[src/rtl/flat_io_pkg.sv]
// Shared types and sizing helpers for the flat vector serializer/deserializer.
package flat_io_pkg;

    localparam int unsigned BYTE_W = 8;
    localparam int unsigned CNT_W  = 8;

    typedef enum logic [1:0] {
        ST_LOAD   = 2'd0,
        ST_APPLY  = 2'd1,
        ST_SETTLE = 2'd2,
        ST_SEND   = 2'd3
    } state_e;

    // Number of bytes needed to carry a vector of the given bit width.
    function automatic int unsigned byte_count(input int unsigned bits);
        return (bits + BYTE_W - 1) / BYTE_W;
    endfunction

    function automatic int unsigned max_u(input int unsigned a, input int unsigned b);
        return (a > b) ? a : b;
    endfunction

endpackage

[src/rtl/flat_vector_serdes_if.sv]
// Host byte streams plus the flattened stimulus/response vectors of the wrapped DUT.
interface flat_vector_serdes_if #(
    parameter int unsigned IN_W  = 8,
    parameter int unsigned OUT_W = 8
);

    logic             s_valid;
    logic             s_ready;
    logic [7:0]       s_data;
    logic [IN_W-1:0]  in_flat;
    logic             apply;
    logic [OUT_W-1:0] out_flat;
    logic             m_valid;
    logic             m_ready;
    logic [7:0]       m_data;

    // Serdes side.
    modport slave (
        input  s_valid, s_data, out_flat, m_ready,
        output s_ready, in_flat, apply, m_valid, m_data
    );

    // Host / wrapped-DUT side.
    modport master (
        output s_valid, s_data, out_flat, m_ready,
        input  s_ready, in_flat, apply, m_valid, m_data
    );

endinterface

[src/rtl/flat_vector_serdes_byte_slicer.sv]
// Selects byte idx_i of a response vector, zero padding bits beyond OUT_W.
module byte_slicer
    import flat_io_pkg::*;
#(
    parameter int unsigned OUT_W = 8,
    parameter int unsigned IDX_W = 1
) (
    input  logic [OUT_W-1:0]  vec_i,
    input  logic [IDX_W-1:0]  idx_i,
    output logic [BYTE_W-1:0] byte_c_o
);

    localparam int unsigned PAD_W = byte_count(OUT_W) * BYTE_W;

    // Indices past the last byte shift everything out and yield zero.
    assign byte_c_o = BYTE_W'(PAD_W'(vec_i) >> {idx_i, 3'b000});

endmodule

[src/rtl/flat_vector_serdes.sv]
// Loads a stimulus vector byte-wise, applies it to a wrapped DUT, waits, then streams back the response.
module flat_vector_serdes
    import flat_io_pkg::*;
#(
    parameter int unsigned IN_W   = 8,
    parameter int unsigned OUT_W  = 8,
    parameter int unsigned SETTLE = 1
) (
    input  logic          clk,
    input  logic          rst_n,
    flat_vector_serdes_if.slave bus
);

    localparam int unsigned NI          = byte_count(IN_W);
    localparam int unsigned NO          = byte_count(OUT_W);
    localparam int unsigned NMAX        = max_u(NI, NO);
    localparam int unsigned IDX_W       = $clog2(NMAX + 1);
    localparam int unsigned SH_W        = NI * BYTE_W;
    localparam int unsigned SETTLE_LAST = (SETTLE > 0) ? SETTLE - 1 : 0;

    state_e                state_q, state_d;
    logic [IDX_W-1:0]      ld_idx_q, ld_idx_d;
    logic [IDX_W-1:0]      snd_idx_q, snd_idx_d;
    logic [CNT_W-1:0]      cnt_q, cnt_d;
    logic [IN_W-1:0]       shadow_q, shadow_d;
    logic [IN_W-1:0]       in_flat_q, in_flat_d;
    logic [OUT_W-1:0]      resp_q, resp_d;
    logic                  apply_q, apply_d;
    logic                  s_ready_q, s_ready_d;
    logic                  m_valid_q, m_valid_d;
    logic [BYTE_W-1:0]     m_data_q, m_data_d;
    logic [BYTE_W-1:0]     slice_c;

    // State and datapath registers.
    always_ff @(posedge clk or negedge rst_n) begin
        if (!rst_n) begin
            state_q   <= ST_LOAD;
            ld_idx_q  <= '0;
            snd_idx_q <= '0;
            cnt_q     <= '0;
            shadow_q  <= '0;
            in_flat_q <= '0;
            resp_q    <= '0;
            apply_q   <= 1'b0;
            s_ready_q <= 1'b0;
            m_valid_q <= 1'b0;
            m_data_q  <= '0;
        end else begin
            state_q   <= state_d;
            ld_idx_q  <= ld_idx_d;
            snd_idx_q <= snd_idx_d;
            cnt_q     <= cnt_d;
            shadow_q  <= shadow_d;
            in_flat_q <= in_flat_d;
            resp_q    <= resp_d;
            apply_q   <= apply_d;
            s_ready_q <= s_ready_d;
            m_valid_q <= m_valid_d;
            m_data_q  <= m_data_d;
        end
    end

    // Next-state and registered-output decode.
    always_comb begin
        state_d   = state_q;
        ld_idx_d  = ld_idx_q;
        snd_idx_d = snd_idx_q;
        cnt_d     = cnt_q;
        shadow_d  = shadow_q;
        in_flat_d = in_flat_q;
        resp_d    = resp_q;
        apply_d   = 1'b0;
        s_ready_d = s_ready_q;
        m_valid_d = m_valid_q;

        case (state_q)
            ST_LOAD: begin
                s_ready_d = 1'b1;
                if (bus.s_valid && s_ready_q) begin
                    // Write byte ld_idx_q in place; bits at or above IN_W fall off in the truncation.
                    shadow_d = IN_W'((SH_W'(shadow_q) & ~(SH_W'(8'hFF) << {ld_idx_q, 3'b000}))
                                     | (SH_W'(bus.s_data) << {ld_idx_q, 3'b000}));
                    if (ld_idx_q == IDX_W'(NI - 1)) begin
                        ld_idx_d  = '0;
                        s_ready_d = 1'b0;
                        in_flat_d = shadow_d;
                        apply_d   = 1'b1;
                        state_d   = ST_APPLY;
                    end else begin
                        ld_idx_d = ld_idx_q + IDX_W'(1);
                    end
                end
            end

            ST_APPLY: begin
                if (SETTLE == 0) begin
                    resp_d    = bus.out_flat;
                    snd_idx_d = '0;
                    m_valid_d = 1'b1;
                    state_d   = ST_SEND;
                end else begin
                    cnt_d   = '0;
                    state_d = ST_SETTLE;
                end
            end

            ST_SETTLE: begin
                if (cnt_q == CNT_W'(SETTLE_LAST)) begin
                    resp_d    = bus.out_flat;
                    snd_idx_d = '0;
                    m_valid_d = 1'b1;
                    state_d   = ST_SEND;
                end else begin
                    cnt_d = cnt_q + CNT_W'(1);
                end
            end

            ST_SEND: begin
                if (m_valid_q && bus.m_ready) begin
                    if (snd_idx_q == IDX_W'(NO - 1)) begin
                        snd_idx_d = '0;
                        m_valid_d = 1'b0;
                        s_ready_d = 1'b1;
                        state_d   = ST_LOAD;
                    end else begin
                        snd_idx_d = snd_idx_q + IDX_W'(1);
                    end
                end
            end

            default: begin
                state_d   = ST_LOAD;
                s_ready_d = 1'b0;
                m_valid_d = 1'b0;
            end
        endcase
    end

    // Response byte for the next cycle, chosen from the next-state response and index.
    byte_slicer #(
        .OUT_W (OUT_W),
        .IDX_W (IDX_W)
    ) u_byte_slicer (
        .vec_i    (resp_d),
        .idx_i    (snd_idx_d),
        .byte_c_o (slice_c)
    );

    assign m_data_d = m_valid_d ? slice_c : '0;

    assign bus.s_ready = s_ready_q;
    assign bus.in_flat = in_flat_q;
    assign bus.apply   = apply_q;
    assign bus.m_valid = m_valid_q;
    assign bus.m_data  = m_data_q;

endmodule

[src/flat_wrapper.sv]
// flat-port wrapper written by rule: the top's interface ports become plain ports
module flat_vector_serdes_flat import flat_io_pkg::*;
#(
    parameter int unsigned IN_W   = 8,
    parameter int unsigned OUT_W  = 8,
    parameter int unsigned SETTLE = 1
)
  (clk, rst_n, bus_s_valid, bus_s_data, bus_out_flat, bus_m_ready, bus_s_ready, bus_in_flat, bus_apply, bus_m_valid, bus_m_data);
  flat_vector_serdes_if #(.IN_W(IN_W), .OUT_W(OUT_W)) bus_i ();
  input  logic clk;
  input  logic rst_n;
  input wire logic [$bits(bus_i.s_valid)-1:0] bus_s_valid;
  input wire logic [$bits(bus_i.s_data)-1:0] bus_s_data;
  input wire logic [$bits(bus_i.out_flat)-1:0] bus_out_flat;
  input wire logic [$bits(bus_i.m_ready)-1:0] bus_m_ready;
  output wire logic [$bits(bus_i.s_ready)-1:0] bus_s_ready;
  output wire logic [$bits(bus_i.in_flat)-1:0] bus_in_flat;
  output wire logic [$bits(bus_i.apply)-1:0] bus_apply;
  output wire logic [$bits(bus_i.m_valid)-1:0] bus_m_valid;
  output wire logic [$bits(bus_i.m_data)-1:0] bus_m_data;
  assign bus_i.s_valid = bus_s_valid;
  assign bus_i.s_data = bus_s_data;
  assign bus_i.out_flat = bus_out_flat;
  assign bus_i.m_ready = bus_m_ready;
  assign bus_s_ready = bus_i.s_ready;
  assign bus_in_flat = bus_i.in_flat;
  assign bus_apply = bus_i.apply;
  assign bus_m_valid = bus_i.m_valid;
  assign bus_m_data = bus_i.m_data;
  flat_vector_serdes #(.IN_W(IN_W), .OUT_W(OUT_W), .SETTLE(SETTLE)) u_core (.clk(clk), .rst_n(rst_n), .bus(bus_i));
endmodule
[config.mk]
export PLATFORM = sky130hd
export DESIGN_NAME = flat_vector_serdes_flat
export DESIGN_NICKNAME = d
export VERILOG_FILES = /design/src/rtl/flat_io_pkg.sv /design/src/rtl/flat_vector_serdes_if.sv /design/src/rtl/flat_vector_serdes_byte_slicer.sv /design/src/rtl/flat_vector_serdes.sv /design/src/flat_wrapper.sv
export SDC_FILE = /design/constraint.sdc
export NUM_CORES = 1
export LEC_CHECK = 0
export CORE_ASPECT_RATIO = 1.25
export CORE_UTILIZATION = 45
export DETAILED_ROUTE_END_ITERATION = 8
export PLACE_DENSITY = 0.73
export SLEW_MARGIN = 40
export SYNTH_ARGS = -nofsm -noshare
export SYNTH_HDL_FRONTEND = slang
export SYNTH_HIERARCHICAL = 1
export SYNTH_SLANG_ARGS = --single-unit
[constraint.sdc]
create_clock -name clk -period 5 [get_ports clk]
set_input_delay 1 -clock clk [delete_from_list [all_inputs] [get_ports clk]]
set_output_delay 1 -clock clk [all_outputs]
set_load 0.005 [all_outputs]
Met1 routing:
Scale: 4 px per µm.
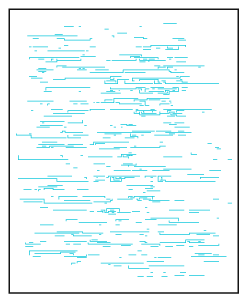
wire length on this layer: 1310 µm
main direction: horizontal
share of all routed wire: 39%
longest straight run: 13.3 µm

==> results.cfg <==
; flow metrics
[run_status]
violations = DRC
run_status = complete, but fails checks

[drt]
dr.pass1.iters = 6
maxUsedRoutingLayer = met4
wl_met2_mm = 1.81
wl_per_cell_um = 14.7
drtIter0Drc = 57
drc = 7

[setup_path]
path_delay_family = buffers and inverters
critPathSlowestCell = clkdlybuf4s50_1
r2r-end = u_core/bus.m_data[3]
cp-end-kind = output pin
cp.depth = 1
crit_arrival_ps = 1230
endpoint = bus_s_ready
critPathBufInv = 1

[pwr]
p_comb_w = 0.000512
seq-power_w = 0.000474
power_frac_clock_pct = 24.4
powerClk_w = 0.000318
p_total_w = 0.00130
p_leak_nw = 0.994
comb_power_share_pct = 39.3
p_seq_share_pct = 36.4
switching_power_w = 0.000367
p_per_area_mw_per_mm2 = 579

[synth]
synth_cell_types = 27
synth_warnings = 6
synthAdderAreaFrac_pct = 5.17
synthAoiAreaFrac_pct = 7.10
logic_family = simple AND/OR/NAND/NOR gates
synthesis.nets = 170
async_flop_share_pct = 100
ys_seq_elements = 38
edf_count = 0
synth_area_per_cell_um2 = 11.8
top_cell = dfrtp_1

[sta]
fin_setup_tns_ps = 0
drv_slew = 0
clock.fmax_ghz = 0.448

[floorplanning]
io_pins = 39
rows = 24
core_area_mm2 = 0.00354
dieArea_mm2 = 0.00401

[global_routing]
grt_pass1_wl_mm = 5.74
grt_use_met1_pct = 20.9
grt-ovfl-total = 0

[worst_hold_path]
hold_start = u_core/resp_q[6]
min_path_type = reg2reg
holdPathEnd = u_core/resp_q[6]
holdPathStages = 1

[finish]
drive_above_1_share_pct = 16.0
fin_util_pct = 63.6
area_growth_syn_to_layout_pct = 33.1

[cts]
max-clock-path-buffers = 2
cts_setup_buffers = 0
ctsHoldBuffers = 0
path_clk_slew_ps = 70
htreeDepth = 2
cts_sinks = 38

[placed_design]
dp.cells = 218
portBuffers = 38
dp_hpwl_mm = 2.32
gp_congestion = 0.779
Gate-type map:
Scale: 4 px per µm.
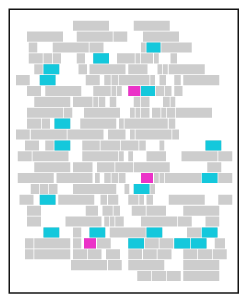
[cyan] multiplexers | cells: 18 | where: spread over the die
[magenta] AND-OR and OR-AND gates | cells: 3

-- final cells by class --
type                       count  area (µm²)  area share, %
clock buffer                   6        82.6           3.66
tap                           39        48.8           2.17
timing repair buffer          38         378           16.8
clock inverter                 2        60.1           2.67
multi-input combinational     95         703           31.2
inverter                       8        30.0           1.33
sequential                    38         951           42.2
-- cell families (layout without fill, tap and decap cells) --
logic type / count (synthesis) / count (layout)
simple gates: 50 / 50
flops: 38 / 38
buf+inv: 10 / 54
mux: 18 / 18
fa+ha+maj: 7 / 7
compound gates: 20 / 20
-- state kept, by name (all words and copies together) (netlist names), named ones only --
name	cells
u_core/state_q	2
u_core/cnt_q	8
u_core/snd_idx_q	1
u_core/resp_q	8
u_core/shadow_q	8
u_core/bus.m_data	8
u_core/bus.s_ready	1
u_core/bus.apply	1
